### Register map, names as in the netlist, run 1

The bar under the picture is 50 µm long.
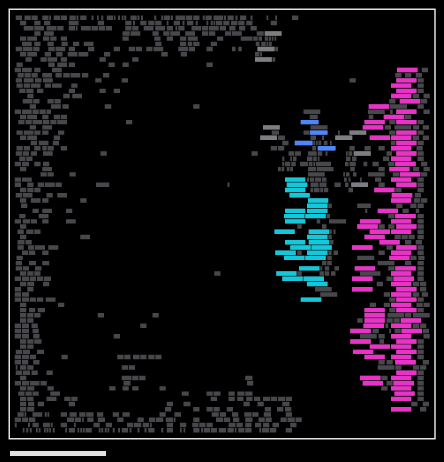
### Placed cells, one color a class, run 1

The bar under the picture is 50 µm long. Fill, decap, tap and diode cells in gray.
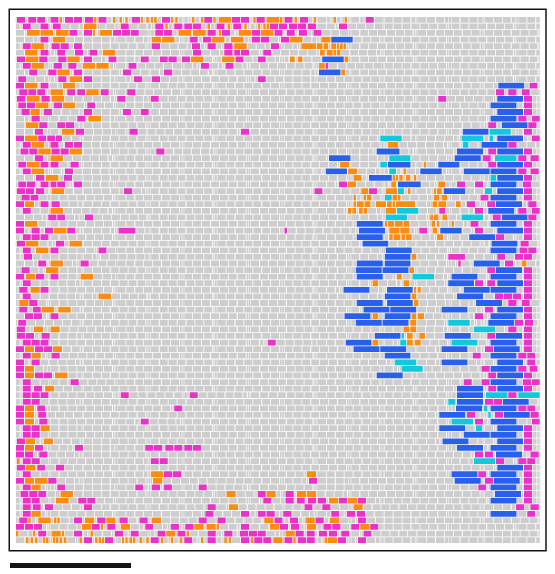
### Routing congestion map, run 1

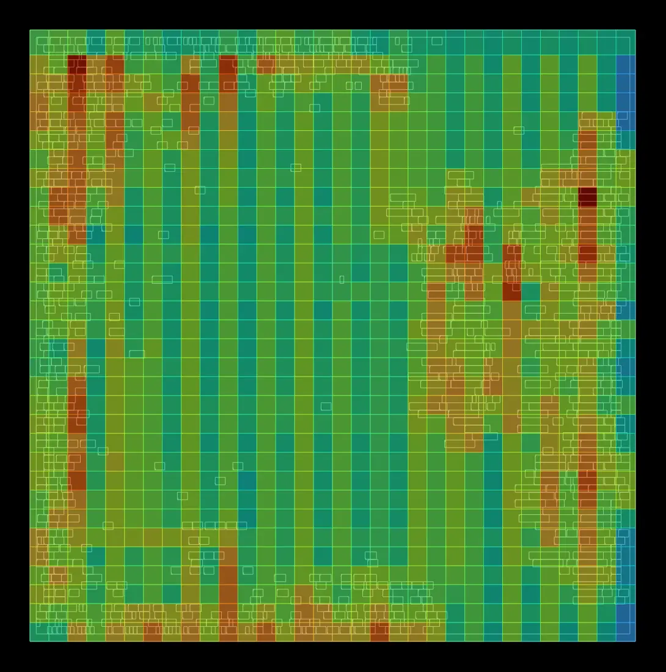
==> config.mk <==
export PLATFORM = sky130hd
export DESIGN_NAME = cx_hart_arbiter_flat
export DESIGN_NICKNAME = d
export VERILOG_FILES = /design/src/rtl/cx_hart_arbiter_pkg.sv /design/src/rtl/cx_hart_arbiter_if.sv /design/src/rtl/cx_hart_arbiter_tag_pool.sv /design/src/rtl/cx_hart_arbiter.sv /design/src/flat_wrapper.sv
export SDC_FILE = /design/constraint.sdc
export NUM_CORES = 1
export LEC_CHECK = 0
export ABC_CLOCK_PERIOD_IN_PS = 6230
export CAP_MARGIN = 20
export CORE_AREA = 2 2 219 221
export DETAILED_ROUTE_END_ITERATION = 12
export DIE_AREA = 0 0 221 223
export RECOVER_POWER = 50
export SLEW_MARGIN = 20
export SYNTH_ARGS = -nofsm -noshare
export SYNTH_HDL_FRONTEND = slang
export SYNTH_HIERARCHICAL = 1
export SYNTH_SLANG_ARGS = --single-unit
==> constraint.sdc <==
create_clock -name i_clk -period 6.23 [get_ports i_clk]
set_input_delay 1.246 -clock i_clk [delete_from_list [all_inputs] [get_ports i_clk]]
set_output_delay 1.246 -clock i_clk [all_outputs]
set_load 0.005 [all_outputs]
==> run notes <==
Quick summary of the implementation run below.

At the pin with the least slew margin, the transition time is 1.44 ns. After detailed routing, the number of vias per cell comes to 3.39. The worst path meets setup with 0.781 ns of slack.

The number of buffers inserted during clock tree synthesis came out at 17. In this run the critical path is formed by dlygate4sd3_1 > a31o_4 > clkbuf_1 > mux2_2 > clkdlybuf4s50_1. The top cell type by instance count after synthesis is sky130_fd_sc_hd__edfxtp_1. Summed over all nets, wire length on met2 after detailed routing comes to 16.0 mm. CTS reports a maximum clock tree buffer depth of 2. The fraction of power spent switching nets is 0.278. The highest net fanout along the worst path came out at 28. The total net switching power is 887 µW.

In this run, placement finished with an instance count of 1520. The vias after detailed routing is 5284. The worst register-to-register path has a depth of 4. By count the netlist is led by 108 x sky130_fd_sc_hd__edfxtp_1, 68 x sky130_fd_sc_hd__buf_4, 67 x sky130_fd_sc_hd__mux2_4, 56 x sky130_fd_sc_hd__mux2_2, 12 x sky130_fd_sc_hd__a22oi_1. The largest vdd supply drop is 320 µV. The number of failing hold endpoints at the final stage is 0. The DRC marker count from the first detailed-route iteration is 232. The maximum level of the CTS H-tree is 4.

Looking at the worst setup and hold paths, the clock pins of their registers show a slew of 0.06 ns. The proportion of register bits with asynchronous set or reset after synthesis is 0.107. The proportion of power drawn by flip-flops and latches came out at 0.309. The combinational cell area excluding buffers and inverters is 0.00249 mm². The cell area after placement came out at 0.0119 mm². The post-synth count of flops with an enable pin is 108. The non-clock buffer count in the final layout is 499.

Yosys mapped the design onto 44 distinct sky130hd cell types. TritonCTS built the clock tree. The maximum single-stage delay on the critical path is 0.90 ns. The fraction of post-synthesis cell area in the top cell type by area came out at 0.498.

The tally of nets with antenna violations remaining after routing came out at 0. STA classifies the critical path endpoint as a primary output. After its last routability iteration, the placer logged a weighted congestion of 0.821. The proportion of final cell area spent on non-clock buffers came out at 0.401. The DRC violation count after routing is 0.

The xor/xnor share of the synthesized area is 0. Global routing finished with a remaining overflow of 0. In the Yosys report the total cell count is 425.

The first-pass GRT wire length came out at 40.1 mm. For this design, the slowest cell found on the critical path is sky130_fd_sc_hd__clkbuf_1. The biggest area contributor in the post-synthesis netlist is sky130_fd_sc_hd__edfxtp_1. The library cells used most frequently in the layout, excluding fill and tap cells, are 369 x sky130_fd_sc_hd__clkdlybuf4s50_1, 121 x sky130_fd_sc_hd__dlygate4sd3_1, 108 x sky130_fd_sc_hd__edfxtp_1.

The portion of the layout cell area used by clock cells came out at 0.0446. In the final design, more cell area goes to buffers than to any other class. The headroom to the max-slew limit is 0.0375.

The script reports the combined buffer and inverter count of the critical path as 3. Of the total power, combinational logic draws 0.410. The inverter tally of the final layout excluding the clock network came out at 10. The clock latency of the later-clocked register in the worst-skew pair is 0.41 ns. The timing report gives the worst reg2reg path a setup slack of 3.12 ns.

The number of antenna violations at the first check in global routing came out at 12. The dominant register cell is sky130_fd_sc_hd__edfxtp_1. The cell area power density is 257 mW/mm². Pins over their slew limit in the final report were tallied at 0. The arrival time of the worst setup path came out at 4.20 ns. The final layout contains 1212 nets. Power attributed to combinational cells is 1310 µW. The floorplan report gives the top-level pin count as 559. The number of antenna diodes came out at 5. The flow inserted 615 tap cells.

The routed length per instance came out at 18.9 µm. The tool warning count for the run is 26. The most common logic cell in the final layout is sky130_fd_sc_hd__clkdlybuf4s50_1. The fraction of layout cells with a size suffix above 1 is 0.179.

The design draws 3190 µW. The core utilization at floorplan came out at 0.138. Setup repair after global routing left no endpoint under its margin. The length of the first detailed-routing pass in iterations came out at 4. The most used routing layer in global routing is met2. In the synthesized netlist, the dominant kind of combinational cell is multiplexers. The HPWL after detailed placement is 25.2 mm.

The run finished with clean final reports.
About 'Register map, names as in the netlist':
legend:
  blue:
    netlist_name: u_core/u_tag_pool/r_free
    sequential_cells: 4
  magenta:
    netlist_name: u_core/r_hold
    sequential_cells: 80
  cyan:
    netlist_name: u_core/r_tab
    sequential_cells: 28
area occupied by registers: 0.00357 mm²
Power Sequential: 986 µW
core utilization of the finished layout: 0.264

About 'Placed cells, one color a class':
legend:
  orange:
    class: remaining logic cells
    cells: 285
    share_of_their_area: 22%
  blue:
    class: registers
    cells: 121
    share_of_their_area: 31%
  magenta:
    class: remaining buffers and delay cells
    cells: 499
    share_of_their_area: 43%
  cyan:
    class: clock drivers and dummy loads
    cells: 32
    share_of_their_area: 4.8%
core outline area: 0.0471 mm²
number of placement rows: 80
flip-flop and latch share of the layout cell area: 0.288
summed area of non-filler cells in the final layout: 0.0124 mm²

About 'Routing congestion map':
met3 Track Usage GR: 0.0350
global-route usage over all layers: 0.114

Power figures rest on the tool's default switching activity, not on a simulated workload.
